==> config.mk <==
export PLATFORM = sky130hd
export DESIGN_NAME = inst_fetch_ctrl_flat
export DESIGN_NICKNAME = d
export VERILOG_FILES = /design/src/rtl/inst_fetch_ctrl_pkg.sv /design/src/rtl/inst_fetch_ctrl_if.sv /design/src/rtl/inst_fetch_ctrl_fifo.sv /design/src/rtl/inst_fetch_ctrl.sv /design/src/flat_wrapper.sv
export SDC_FILE = /design/constraint.sdc
export NUM_CORES = 1
export LEC_CHECK = 0
export CAP_MARGIN = 5
export CORE_MARGIN = 1.5
export CORE_UTILIZATION = 41
export CTS_CLUSTER_SIZE = 20
export DETAILED_ROUTE_END_ITERATION = 6
export PLACE_DENSITY = 0.68
export SETUP_SLACK_MARGIN = 0.05
export SKIP_LAST_GASP = 1
export SYNTH_ARGS = -nofsm -noshare
export SYNTH_HDL_FRONTEND = slang
export SYNTH_SLANG_ARGS = --single-unit
==> constraint.sdc <==
create_clock -name clk -period 17.1 [get_ports clk]
set_clock_uncertainty 0.05 [all_clocks]
set_input_delay 2.565 -clock clk [delete_from_list [all_inputs] [get_ports clk]]
set_output_delay 2.565 -clock clk [all_outputs]
set_load 0.03 [all_outputs]
**Placement by cell class**

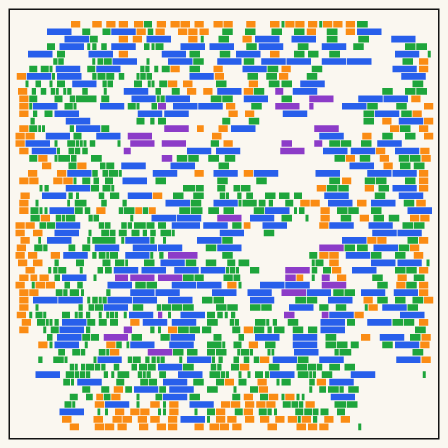
clock drivers and dummy loads -> purple  # cells 32, share of their area 4.8%
remaining buffers and delay cells -> orange  # cells 229, share of their area 19%
registers -> blue  # cells 192, share of their area 39%
remaining logic cells -> green  # cells 588, share of their area 38%
Core Box Area: 22800 um2
sequential portion of the cell area: 38.0%
finished layout cell area: 12700 um2
utilization of the core after routing: 55.4%

**Cell outlines without signal wires**

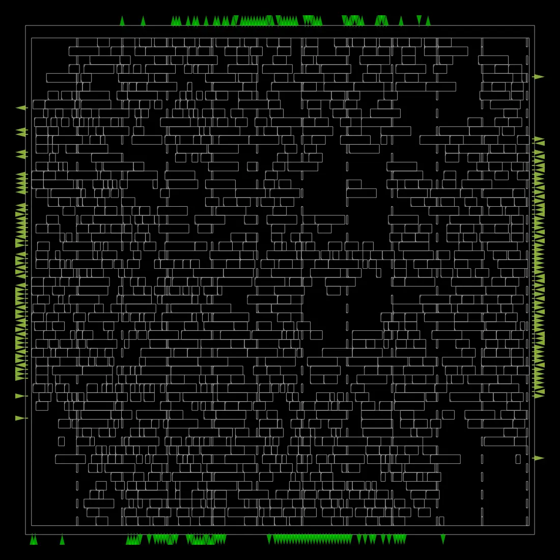
final-layout fill cell count: 2039
number of cell rows: 55
non-filler cells in the finished layout: 1354
flop count: 192
inserted tap cell count: 313

**Signal wires on met3**

Scale bar: 50 um.
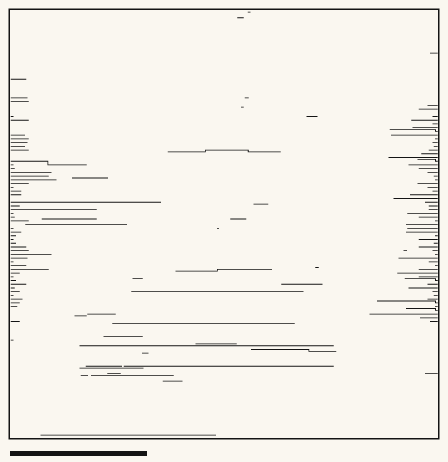
main direction = horizontal
share of all routed wire = 5.9%
nets with wire on the layer = 134
longest straight run = 92.5 um
wire length on this layer = 1430 um
total detailed-routing wirelength: 24.0 mm
global-route track usage on met3: 3.97%
total number of vias: 6986

**Where the registers sit**

Scale bar: 50 um. Other sequential cells in the stronger gray, the rest of the logic in the fainter gray.
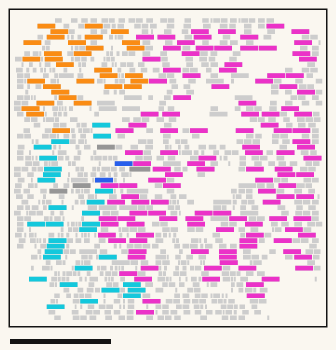
u_core.u_fifo.count -> blue  # placed flops 2
u_core.fbus.imem_addr -> cyan  # placed flops 30
u_core.fetch_cnt -> orange  # placed flops 32, where top left
u_core.u_fifo.mem -> magenta  # placed flops 124
not colored = 4
Flop area: 4810 um2
seq pwr: 0.000615 W

==> summary.txt <==
The following summarizes the physical implementation.

Outcome
The run finished with clean final reports.

Timing
The worst-margin pin slew is 1.04 ns. The worst path uses 41.6% of the clock period. On the final layout, the worst hold slack is 0.429 ns. Setup repair after global routing left no endpoint under its margin.

Floorplan
The width of the die is 156 um. Pin placement for this block handled 231 I/O pins.

Setup path
The delay of the slowest cell on the worst path is 0.85 ns. The worst setup path is launched from a flop.

GRT
The maximum number of pins on one net before global-route repair is 111. The initial antenna violation count came to 0.

Synthesis
The post-synthesis cell type count is 49. The mean cell area of the mapped netlist is 11.7 um2. By count the netlist is led by dfrtp_1, mux2_2, xnor2_1.

In this run, synthesis produced a sequential element count of 192. The count of mapped cells out of synthesis is 819. For this run the top cell type by instance count after synthesis was dfrtp_1. In the synthesized netlist the async set-or-reset flop fraction comes to 100%. In the Yosys report the total cell count is 819.

The area share of the largest cell type after synthesis is 50.0%. The cell-mix breakdown from Yosys lists the adder-cell area share as 0.520%. For reference, the mux area share after synthesis is 21.8%. Of the total synthesized cell area, the portion taken by AND, OR, NAND and NOR gates is 12.7%.

Clock tree
The number of setup buffers added after CTS is 0. Looking at the clock tree report, the maximum root-to-sink buffer count equals 2. The number of clock buffers inserted by TritonCTS is 17.

According to the CTS report, the clock sink count is 192.

Drt
The detailed-route vias per instance is 5.16. The first-pass detailed-route iteration total is 4. The number of DRC markers after the initial detailed-route iteration is 327.

Hold path
The tightest min-delay check is of the reg2reg type. The number of cells on the worst hold path is listed as 1.

Placement
After detailed placement, the design holds a cell count of 1322. Per the gpl log, the routability congestion estimate is 0.831. Summed over all nets, the half-perimeter wirelength after detailed placement is 16.8 mm.

Power and ir drop
The largest vdd supply drop is 74.9 uV.

Layout
Between the synthesized netlist and the finished layout, the area growth was recorded as 31.7%. The number of antenna diodes in the final layout is 0.
-- routing by layer --
layer	global-route usage, %	routed length [um]	vias up
met2	32.0	11100	173
met3	3.97	1430	13
met5	0	0	-
li1	-	-	3308
met4	4.17	211	0
met1	28.7	11200	3492
-- cells in the final DEF (no fill, tap or decap), types with 16 or more instances in the layout --
master,synthesis,routed
nor3_1,16,16
nand4_1,21,21
xor2_1,18,18
dfrtp_1,192,191
mux2i_1,16,16
a211oi_1,16,16
nand3_1,30,30
inv_1,23,22
nor2_1,36,35
clkbuf_16,0,17
clkdlybuf4s50_1,0,222
mux2_2,172,172
nand2_1,63,62
xnor2_1,67,67
o21ai_0,17,17
-- per-stage QoR --
| stage | util (%) | instance area (um2) |
|---|---|---|
| 6_report | 55.4 | 12700 |
| 5_1_grt | 55.4 | 12700 |
| 4_1_cts | 55.4 | 12700 |
| 3_5_place_dp | 52.9 | 12100 |
| 3_3_place_gp | 52.9 | 12100 |
| 2_1_floorplan | - | 9640 |
-- power by group --
group | leakage [nW] | switching [W] | total, W | internal (W)
sequential | 2.45 | 0.0000670 | 0.000615 | 0.000548
combinational | 2.51 | 0.000258 | 0.000495 | 0.000237
clock | 0.285 | 0.000185 | 0.000395 | 0.000210
total | 5.25 | 0.000510 | 0.00151 | 0.000996
-- worst max-delay path: cells and delay by family, from the launching register on --
kind / cells / cell delay (ns)
and+or+nand+nor: 2 / 0.74
xor gates and xnor gates: 1 / 0.19
muxes: 1 / 0.32
buffers and inverters: 2 / 1.25
AOI/OAI and AO/OA: 1 / 0.70
DFF: 1 / 0.85
-- final cells by class --
type                    count  area share (%)
repair buffers            229            18.0
flip-flops and latches    192            38.0
inverters                  25           0.800
well taps                 313            3.09
clock buffers              18            3.47
multi-input cells         563            35.6
clock inverters            14            1.14
Power figures rest on the tool's default switching activity, not on a simulated workload.
